## src/rtl/matrix_display_pkg.sv

```systemverilog
// Shared types and constants for the matrix display scanner.
// Build option: MATRIX_DISPLAY_SIGNED_EN (see matrix_display_scanner.sv).
package matrix_display_pkg;

    typedef enum logic {
        WAIT = 1'b0,
        SCAN = 1'b1
    } disp_state_t;

    typedef logic [3:0] bcd_digit_t;

    localparam bcd_digit_t BCD_BLANK = 4'hF;

    // 10^n, used to size the displayable decimal range.
    function automatic longint unsigned pow10(input int n);
        longint unsigned p;
        p = 1;
        for (int i = 0; i < n; i++) begin
            p = p * 10;
        end
        return p;
    endfunction

    // Index width for a dimension of n entries, never narrower than one bit.
    function automatic int idx_w(input int n);
        return (n > 1) ? $clog2(n) : 1;
    endfunction

endpackage

```

## src/rtl/matrix_display_scanner_bcd.sv

```systemverilog
// bcd_convert_n: combinational binary-to-BCD (double-dabble) with
// leading-zero blanking. The input must already be limited to the
// DIGITS-wide decimal range.
module bcd_convert_n
    import matrix_display_pkg::*;
#(
    parameter int DIGITS = 3,
    parameter int IN_W   = 10
) (
    input  logic [IN_W-1:0]     bin_in,
    output logic [DIGITS*4-1:0] bcd_out
);

    logic [DIGITS*4-1:0] raw;
    logic                seen_nz;

    // Double-dabble: before each shift, add 3 to every digit that is >= 5.
    always_comb begin
        raw = '0;
        for (int i = IN_W - 1; i >= 0; i--) begin
            for (int d = 0; d < DIGITS; d++) begin
                if (raw[d*4 +: 4] >= 4'd5) begin
                    raw[d*4 +: 4] = raw[d*4 +: 4] + 4'd3;
                end
            end
            raw = {raw[DIGITS*4-2:0], bin_in[i]};
        end
    end

    // Blank every digit above the most significant non-zero one; digit 0 is always shown.
    always_comb begin
        // NOTE: every variable gets a value before any branch, so no latch is inferred.
        seen_nz = 1'b0;
        bcd_out = '0;
        for (int d = DIGITS - 1; d >= 1; d--) begin
            if (raw[d*4 +: 4] != 4'd0) begin
                seen_nz = 1'b1;
            end
            bcd_out[d*4 +: 4] = seen_nz ? raw[d*4 +: 4] : BCD_BLANK;
        end
        bcd_out[3:0] = raw[3:0];
    end

endmodule

```

## src/rtl/matrix_display_scanner.sv

```systemverilog
// matrix_display_scanner: walks a ROWS x COLS result matrix one element per
// dwell period, saturates each element to DIGITS decimal digits and drives
// registered BCD digits plus row/column index to the HEX driver layer.
// Build option: define MATRIX_DISPLAY_SIGNED_EN for two's-complement
// elements and an extra 'neg' output.
module matrix_display_scanner
    import matrix_display_pkg::*;
#(
    parameter int ROWS   = 4,
    parameter int COLS   = 4,
    parameter int ELEM_W = 32,
    parameter int DIGITS = 3,
    parameter int DWELL  = 1
) (
    input  logic                          clk_slow,
    input  logic                          reset_n,
    input  logic                          start,
    input  logic [ROWS*COLS*ELEM_W-1:0]   result_flat,
    input  logic                          mode_auto,
    input  logic                          step,
    input  logic                          hold,
    output logic [DIGITS*4-1:0]           digits_bcd,
    output logic [idx_w(ROWS)-1:0]        row_out,
    output logic [idx_w(COLS)-1:0]        col_out,
    output logic                          valid,
    output logic                          overflow,
    output logic                          scan_done
`ifdef MATRIX_DISPLAY_SIGNED_EN
    ,
    output logic                          neg
`endif
);

    localparam int              RW      = idx_w(ROWS);
    localparam int              CW      = idx_w(COLS);
    localparam int              DW      = idx_w(DWELL);
    localparam longint unsigned MAX_VAL = pow10(DIGITS) - 1;
    localparam int              VAL_W   = $clog2(MAX_VAL + 1);
    localparam int              CMP_W   = (ELEM_W > VAL_W) ? ELEM_W : VAL_W;

    disp_state_t          state_q, state_d;
    logic [RW-1:0]        row_q, row_d;
    logic [CW-1:0]        col_q, col_d;
    logic [DW-1:0]        dwell_q, dwell_d;
    logic                 mode_q, mode_d;
    logic                 wrap_q, wrap_d;
    logic [DIGITS*4-1:0]  digits_q, digits_d;
    logic [RW-1:0]        row_out_q, row_out_d;
    logic [CW-1:0]        col_out_q, col_out_d;
    logic                 valid_q, valid_d;
    logic                 overflow_q, overflow_d;
    logic                 scan_done_q, scan_done_d;

    logic [ELEM_W-1:0]    elem;
    logic [ELEM_W-1:0]    elem_mag;
    logic                 sat_over;
    logic [VAL_W-1:0]     sat_val;
    logic [DIGITS*4-1:0]  bcd_val;
    logic                 advance;
    logic                 last_elem;

    // Select the element under the pointer.
    always_comb begin
        elem = '0;
        for (int r = 0; r < ROWS; r++) begin
            for (int c = 0; c < COLS; c++) begin
                if (row_q == RW'(r) && col_q == CW'(c)) begin
                    elem = result_flat[(r*COLS + c)*ELEM_W +: ELEM_W];
                end
            end
        end
    end

`ifdef MATRIX_DISPLAY_SIGNED_EN
    logic elem_neg;
    logic neg_q, neg_d;
    // Negation of the most negative value yields 2^(ELEM_W-1) read as unsigned, which saturates.
    assign elem_neg = elem[ELEM_W-1];
    assign elem_mag = elem_neg ? (~elem + 1'b1) : elem;
`else
    assign elem_mag = elem;
`endif

    // Compare at full width so no high bits are lost before saturating.
    assign sat_over = CMP_W'(elem_mag) > CMP_W'(MAX_VAL);
    assign sat_val  = sat_over ? VAL_W'(MAX_VAL) : VAL_W'(elem_mag);

    bcd_convert_n #(
        .DIGITS (DIGITS),
        .IN_W   (VAL_W)
    ) u_bcd (
        .bin_in  (sat_val),
        .bcd_out (bcd_val)
    );

    // Next-state, pointer stepping and output-stage values; defaults are the reset values.
    always_comb begin
        state_d     = WAIT;
        row_d       = '0;
        col_d       = '0;
        dwell_d     = '0;
        wrap_d      = 1'b0;
        digits_d    = {DIGITS{BCD_BLANK}};
        row_out_d   = '0;
        col_out_d   = '0;
        valid_d     = 1'b0;
        overflow_d  = 1'b0;
        scan_done_d = 1'b0;
`ifdef MATRIX_DISPLAY_SIGNED_EN
        neg_d       = 1'b0;
`endif
        mode_d      = mode_auto;
        last_elem   = (row_q == RW'(ROWS - 1)) && (col_q == CW'(COLS - 1));
        advance     = !hold && (mode_q ? (dwell_q == DW'(DWELL - 1)) : step);

        case (state_q)
            WAIT: begin
                if (start) begin
                    state_d = SCAN;
                end
            end
            SCAN: begin
                // start falling leaves every default in place, which also drops a pending scan_done.
                if (start) begin
                    state_d     = SCAN;
                    digits_d    = bcd_val;
                    row_out_d   = row_q;
                    col_out_d   = col_q;
                    valid_d     = 1'b1;
                    overflow_d  = sat_over;
`ifdef MATRIX_DISPLAY_SIGNED_EN
                    neg_d       = elem_neg;
`endif
                    // The wrap is reported one edge later, when (0,0) reaches the outputs.
                    scan_done_d = wrap_q;
                    wrap_d      = advance && last_elem;

                    row_d = row_q;
                    col_d = col_q;
                    if (advance) begin
                        if (col_q == CW'(COLS - 1)) begin
                            col_d = '0;
                            row_d = (row_q == RW'(ROWS - 1)) ? '0 : row_q + 1'b1;
                        end else begin
                            col_d = col_q + 1'b1;
                        end
                    end

                    if (mode_auto != mode_q) begin
                        dwell_d = '0;
                    end else if (hold || !mode_q) begin
                        dwell_d = dwell_q;
                    end else if (advance) begin
                        dwell_d = '0;
                    end else begin
                        dwell_d = dwell_q + 1'b1;
                    end
                end
            end
            default: state_d = WAIT;
        endcase
    end

    // State, pointer, dwell counter and registered outputs.
    always_ff @(posedge clk_slow or negedge reset_n) begin
        if (!reset_n) begin
            state_q     <= WAIT;
            row_q       <= '0;
            col_q       <= '0;
            dwell_q     <= '0;
            mode_q      <= 1'b0;
            wrap_q      <= 1'b0;
            digits_q    <= {DIGITS{BCD_BLANK}};
            row_out_q   <= '0;
            col_out_q   <= '0;
            valid_q     <= 1'b0;
            overflow_q  <= 1'b0;
            scan_done_q <= 1'b0;
        end else begin
            // NOTE: non-blocking assignments so every flop samples pre-edge values.
            state_q     <= state_d;
            row_q       <= row_d;
            col_q       <= col_d;
            dwell_q     <= dwell_d;
            mode_q      <= mode_d;
            wrap_q      <= wrap_d;
            digits_q    <= digits_d;
            row_out_q   <= row_out_d;
            col_out_q   <= col_out_d;
            valid_q     <= valid_d;
            overflow_q  <= overflow_d;
            scan_done_q <= scan_done_d;
        end
    end

`ifdef MATRIX_DISPLAY_SIGNED_EN
    // Sign flag registered alongside the digits.
    always_ff @(posedge clk_slow or negedge reset_n) begin
        if (!reset_n) begin
            neg_q <= 1'b0;
        end else begin
            neg_q <= neg_d;
        end
    end
    assign neg = neg_q;
`endif

    assign digits_bcd = digits_q;
    assign row_out    = row_out_q;
    assign col_out    = col_out_q;
    assign valid      = valid_q;
    assign overflow   = overflow_q;
    assign scan_done  = scan_done_q;

endmodule
```

## config.mk

```make
export PLATFORM = sky130hd
export DESIGN_NAME = matrix_display_scanner
export DESIGN_NICKNAME = d
export VERILOG_FILES = /design/src/rtl/matrix_display_pkg.sv /design/src/rtl/matrix_display_scanner_bcd.sv /design/src/rtl/matrix_display_scanner.sv
export SDC_FILE = /design/constraint.sdc
export NUM_CORES = 1
export LEC_CHECK = 0
export CORE_AREA = 4 4 205 207
export DETAILED_ROUTE_END_ITERATION = 12
export DIE_AREA = 0 0 209 211
export GPL_ROUTABILITY_DRIVEN = 0
export PLACE_DENSITY = 0.62
export SLEW_MARGIN = 10
export SYNTH_ARGS = -nofsm -noshare
export SYNTH_HDL_FRONTEND = slang
export SYNTH_SLANG_ARGS = --single-unit
```

## constraint.sdc

```tcl
create_clock -name clk_slow -period 8.29 [get_ports clk_slow]
set_input_delay 0.829 -clock clk_slow [delete_from_list [all_inputs] [get_ports clk_slow]]
set_output_delay 0.829 -clock clk_slow [all_outputs]
set_load 0.02 [all_outputs]
```

Figure 1. Selected gate families (run 1).
Bar = 50 microns.
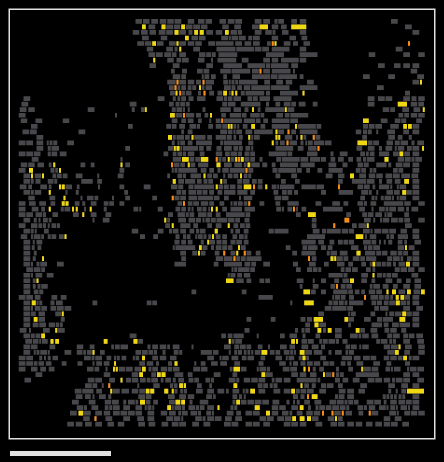
- yellow: NOR gates (cells 190; where spread over the die)
- orange: inverters (cells 41)

Figure 2. Routed metal, one color a layer (run 1).
Bar = 50 microns.
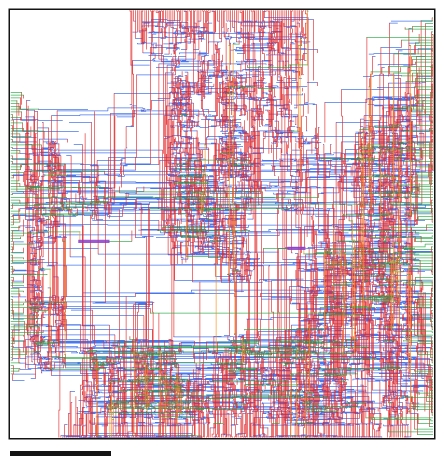
- red: metal 2 (wire length 30.3 mm)
- green: metal 3 (wire length 5680 microns)
- purple: metal 5 (wire length 21.2 microns)
- blue: metal 1 (wire length 24.6 mm)
- orange: metal 4 (wire length 2180 microns)

Figure 3. Placement view (run 1).
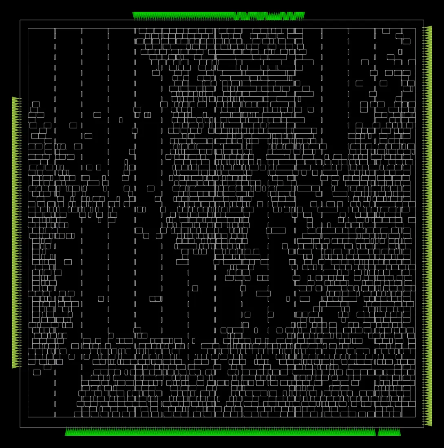
register fraction of the total cell area: 4.114%
Core Rows: 74
tap cell instance count: 532
Filler Cells Inserted: 4101
Final Instance Count excl. Fillers: 2443

Figure 4. Metal 4 (run 1).
Bar = 50 microns.
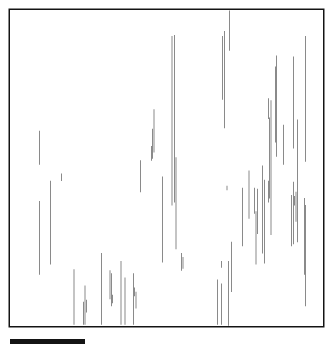
- longest straight run: 113 microns
- main direction: vertical
- share of all routed wire: 3.5%

==> run notes, run 1 <==
The following summarizes the physical implementation.

Logic synthesis
The top flip-flop cell by instance count after synthesis is dfrtp_1. For reference, simple AND, OR, NAND and NOR cells occupy 29.44% of the area reported after synthesis. The number of nets in the synthesized netlist is 1700.

The largest area contributor in the synthesized netlist is a21oi_1. The yosys stat chip area is 7930 sq um. The mean area per synthesized cell is 6.830 sq um.

The count of cell types in the netlist is 106. The most repeated cell in the gate-level netlist after synthesis is nand2_1. The synthesized netlist handed to floorplanning was reported with a cell count of 1161. During synthesis, Yosys emitted a total of 0 warnings. The synthesized design devotes to its leading area cell type 5.491% of total area. For reference, the mux area share after synthesis is 2.351%. Ranked by total cell area, the synthesized netlist is headed by a21oi_1 (5.5%), nand2_1 (5.5%), o21ai_0 (5.0%). The synthesized netlist occupies a cell area of 7930 sq um.

The number of cells reported by Yosys stat comes to 1161. Once synthesis finished, the tally of register bits stood at 27. The area share of xor/xnor cells in the synthesized design is 1.625%. The synthesized netlist devotes 3.313% of its cell area to adder and majority cells. The post-synthesis sequential area ratio is 8.709%.

The area fraction in compound gates is 45.66%.

Finish
The layout summary lists the proportion of cells stronger than drive strength 1 as 25.08%. The most common logic cells in the final layout are clkdlybuf4s50_1 (528), buf_4 (276), nand2_1 (112). The most numerous logic cell after layout is clkdlybuf4s50_1. The net count of the finished layout is 2450. Non-clock inverters in the final layout number 41.

Cells fill 41.59% of the core in the end. The area growth from synthesis to final layout is 111.7%. After layout the signal buffers, clock cells excluded, come to 47.52% of cell area.

The footprint of the multi-input gates is 7211 sq um. The area used by sequential logic in the layout is 690.7 sq um. The total inserted antenna cells is 1. The clock tree cell share of total cell area is 0.4919%. The multi-input logic cell count is 994.

Multi-input logic gates represent a cell area share of 42.95%. The final design instance area without fill is 16790 sq um. The final layout contains a sequential cell count of 27. After layout, the buffer instance count without clock buffers stands at 844.

The total of clock buffers placed in the layout is 3.

Clocking
The number of buffers on the longest clock path is 2. On the reported timing paths, the clock transition at the registers reads 70 ps. For this design, the CTS-stage hold fixing added 0 buffers. The cell at the root of the clock tree is clkbuf_16. In this run the number of H-tree levels came out at 1. The CTS tree is done. TritonCTS reports the number of clock sinks as 27.

Timing
Final hold analysis gives a worst-case slack of 513.3 ps. Once routing completed, OpenROAD measured the worst setup slack at -184.1 ps. The final number of setup-violating endpoints is 6. The final number of max-transition violations is 0. The transition time at the pin with the least slew margin is 752.5 ps. The count of endpoints failing hold in the final timing report is 0.

Setup repair after global routing could not meet its margin everywhere. The worst slew margin relative to its limit is 48.54%.

Critical path
The worst setup path is captured at a flop. STA classifies the critical path startpoint as a flop. In this run the register-to-register setup slack is -180 ps. The maximum fanout encountered on the critical timing path is 6. For the worst reg-to-reg path, the endpoint reported by OpenROAD is digits_bcd[6]$_DFF_PN1_.

In this design, the stage delay of the slowest critical-path cell is 510 ps. The category of the most critical setup path is flop to flop. The data arrival time of the critical path is 8670 ps.

The critical register-to-register path startpoint is col_q[1]$_DFFE_PN0P_. The library cell contributing the largest single delay on the critical path is or4b_1. The worst reg2reg path depth is 39. The OpenROAD report gives the critical path a required time of 8490 ps.

Floorplanning
The core area is 40370 sq um. The floorplan step defined a die boundary enclosing 44100 sq um. The floorplan step set the die height to 211 microns. The number of ports placed on the die boundary is 537. According to the floorplan report, the die width is 209 microns.

Drt
The number of optimization iterations in the first detailed-route pass is 6. The antenna violation net count after detailed routing is 0. After detailed routing, the total wire length is 62790 microns.

After detailed routing, the wire length on met1 is 24600 microns. The script parses the final routing iteration and logs DRC violations as 0. The vias per cell is 5.503. The detailed router used layers up to and including met5.

The violation tally recorded at the end of detailed-routing iteration 0 is 1212. The met3 wirelength from detailed routing is 5676 microns. The routed layout has 13440 vias. The routed design shows a wire length per standard cell of 25.70 microns.

Worst hold path
The source of the worst hold timing path is wrap_q$_DFF_PN0_. The worst-case hold path end point is scan_done$_DFF_PN0_. The worst min-delay path category is flop to flop.

Power
The power report lists the sequential group at 0.137 mW. For this design the total switching power over the nets is 0.2392 mW. The power share of the sequential group is 17.9%. The group that draws the most power in this run is combinational cells. Internal power comes to 0.5273 mW. The flow reports power dissipated in the clock network as 0.110 mW. The leakage power total is 6.494 nW.

The power report lists the combinational group at 0.520 mW. Looking at the power breakdown, combinational cells take 67.8% of the total. The switching part of the total power is 31.21%.

Power spread over the standard cell area amounts to 45.66 nW/um^2.

GRT
The total overflow left after global routing is 0. Entering global routing, the biggest net connects 51 pins. The global routing report lists met2 layer usage as 46.86%. The total routing usage reported by global routing is 26.10%. The wire length of the first global-routing pass is 87930 microns. The via count of the first global-routing pass is 13540. The layer flagged by global routing as most heavily used is met2. The met1 global-route usage is 32.01%. The met3 track utilization from global routing is 5.347%.

Flow run
The number of logged tool warnings is 37. The max-cap check violation count is 0.

Outcome
The flow ran to the end, but the final reports show violations. The checks that failed: negative setup slack.

Placed design
Per the placement log, port buffering inserted 536 buffers. Per the post-place timing report, worst setup slack is -932.0 ps. The estimated wirelength of the detail-placed design is 52080 microns. The total instance count after detailed placement is 2404.
==> run 1: timing repair <==
item	in CTS	in global routing
buffers inserted	18	17
gates cloned	2	1
pin swaps	50	34
resized	86	70
setup endpoints to repair	11	11
==> run 1: state kept, by name, indices dropped and copies added (netlist names) <==
name	cells
scan_done	1
digits_bcd	12
overflow	1
col_out	2
wrap_q	1
row_out	2
row_q	2
valid	1
mode_q	1
col_q	2
dwell_q	1
state_q	1
==> run 1: worst max-delay path: cells and delay by family (launching register included) <==
kind	cells	cell delay, ps
AOI/OAI and AO/OA	13	2970
xor gates and xnor gates	2	290
adders and majority gates	5	1050
buffers and inverters	7	980
DFF	1	390
muxes	2	620
and+or+nand+nor	10	2100
==> run 2, diff against run 1 <==
--- a/config.mk
+++ b/config.mk
@@ -6,6 +6,7 @@
 export NUM_CORES = 1
 export LEC_CHECK = 0
 export CORE_AREA = 4 4 205 207
+export CTS_CLUSTER_DIAMETER = 120
 export DETAILED_ROUTE_END_ITERATION = 12
 export DIE_AREA = 0 0 209 211
 export GPL_ROUTABILITY_DRIVEN = 0
Figure 5. Placement view (run 2).
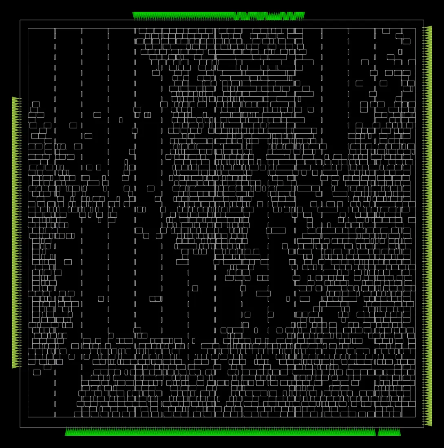
Core Area: 40370 sq um
Flops: 27

==> run 2 against run 1 <==
The run still ends with negative setup slack left. Critical path depth unchanged. Maximum frequency unchanged. Via count unchanged. Die size stayed put. Non-clock buffer count did not move. Combinational power barely moved. Register-to-register slack about the same. Final area did not move. Largest power group unchanged.
==> run notes, run 2 <==
The following summarizes the physical implementation.

Outcome
The flow ran to the end, but the final reports show violations. The checks that failed: negative setup slack.

Finish
The fraction of cell area in non-clock buffers is 47.52% (unchanged). The area used by sequential logic in the layout is 690.7 sq um (unchanged). The multi-input logic cell count is 994 (unchanged). The area growth from synthesis to final layout is 111.7% (unchanged). The count of placed standard cells in the final layout, fillers left out is 2443 (unchanged). The filler cell count came to 4101 (unchanged). The number of flip-flops in the largest register is 12 (unchanged). The number of non-clock buffers in the layout is 844 (unchanged).

The fraction of layout cells with a size suffix above 1 came to 25.08% (unchanged). The final design instance area without fill was 16790 sq um (unchanged). The footprint of the multi-input gates is 7211 sq um (unchanged). The logic gate fraction of the total cell area is 42.95% (unchanged). The total inserted antenna cells is 1 (unchanged). The fraction of the core area covered by cells at the end of the flow is 41.59% (unchanged). The non-clock inverter total of the final layout is 41 (unchanged). The total of clock buffers placed in the layout is 3 (unchanged).

The number of nets in the layout is 2450 (unchanged).

Power
The power of the clock network is 0.110 mW (about the same). The switching part of the total power is 31.21% (unchanged). The dominant power group in this design is combinational cells. The power share of the sequential group is 17.9% (about the same). The share of power burned in combinational logic is 67.8% (about the same). The net switching power of the design came to 0.2392 mW (unchanged). The power attributed to combinational cells is 0.520 mW (about the same). The leakage power total was 6.494 nW (unchanged). The areal power density over the cells is 45.66 nW/um^2 (unchanged).

Drt
The antenna violation net count after detailed routing is 0 (unchanged). The wire length per cell after detailed routing came to 25.70 microns (unchanged). The initial DRC count is 1212 (unchanged).

The overall routed net length is 62790 microns (unchanged). The met3 wirelength from detailed routing is 5676 microns (unchanged). The via count came to 13440 (unchanged). The wire length on met1 was 24600 microns (unchanged).

Logic synthesis
The area share of the largest cell type after synthesis is 5.491% (unchanged). The share of synthesized area spent on multiplexers was 2.351% (unchanged). The mean area per synthesized cell is 6.830 sq um (unchanged). The top flip-flop cell by instance count after synthesis is dfrtp_1.

The post-synthesis sequential area ratio is 8.709% (unchanged). In the post-synthesis netlist, the biggest area contributors are a21oi_1 (5.5%), nand2_1 (5.5%), o21ai_0 (5.0%). The most repeated cell in the gate-level netlist after synthesis is nand2_1. The post-synthesis cell count is 1161 (unchanged). The basic-gate share of the synthesized area counting and, or, nand and nor cells is 29.44% (unchanged).

Critical path
The worst reg2reg path depth is 39 (unchanged). The category of the worst setup path launch point is a flop. The required time at the worst-slack endpoint was 8490 ps (about the same). Broken down by cell family, the worst path's largest delay share belongs to AND-OR/OR-AND gates.

The critical path in this run is classified as flop to flop. The library cell contributing the largest single delay on the critical path is or4b_1. The worst stage delay on the critical path was 510 ps (about the same). The count of buffering cells on the critical path with inverters included was 7 (unchanged). The data arrival time of the critical path is 8670 ps (about the same).

Timing
The worst hold slack across all endpoints came to 513.3 ps (unchanged). The count of endpoints failing hold in the final timing report is 0 (unchanged). The final number of setup-violating endpoints is 6 (unchanged). Setup repair after global routing could not meet its margin everywhere.

The smallest setup slack after layout is -184.1 ps (unchanged).

Placed design
The number of buffer cells added on primary ports is 536 (unchanged). The estimated wirelength of the detail-placed design is 52080 microns (unchanged).

Floorplanning
The die extent in y is 211 microns (unchanged). The number of ports placed on the die boundary is 537 (unchanged). The well tap count is 532 (unchanged). The count of standard-cell rows came to 74 (unchanged). The width of the chip was 209 microns (unchanged).

Clocking
The clock transition time at the flip-flop clock pins of the worst setup and hold paths was 70 ps (about the same). The cell at the root of the clock tree is clkbuf_16. The number of H-tree branching levels is 1 (unchanged). The CTS tree is done. The hold buffer count at CTS is 0 (unchanged). The number of clock sinks seen by CTS is 27 (unchanged). The number of buffers on the longest clock path is 2 (unchanged).

GRT
The via count of the first global-routing pass is 13540 (unchanged). The total routing usage reported by global routing is 26.10% (unchanged). The maximum number of pins on one net before global-route repair is 51 (unchanged). The remaining global-route overflow is 0 (unchanged).

Flow run
The max-cap check violation count is 0 (unchanged). The number of logged tool warnings is 37 (unchanged).

Worst hold path
The worst min-delay path category is flop to flop.
run 2: cell counts in the layout (fill, tap and decap cells not counted):
No cell type changed its count.
run 2: layer usage:
metal,GRT usage (%),vias up
met5,0,-
met4,6.616,4
met3,5.347,123
met2,46.86,826
met1,32.01,6436
li1,-,6054
run 2: worst paths after layout:
path / from / slack (ps) / end
max: col_q[1]$_DFFE_PN0P_ / -180 / digits_bcd[6]$_DFF_PN1_
min: wrap_q$_DFF_PN0_ / 510 / scan_done$_DFF_PN0_
max reg2reg: col_q[1]$_DFFE_PN0P_ / -180 / digits_bcd[6]$_DFF_PN1_
min reg2reg: wrap_q$_DFF_PN0_ / 510 / scan_done$_DFF_PN0_
max in group asynchronous: reset_n / 7060 / digits_bcd[9]$_DFF_PN1_
min in group asynchronous: reset_n / 930 / mode_q$_DFF_PN0_
Power is estimated from default activity; no workload was simulated.
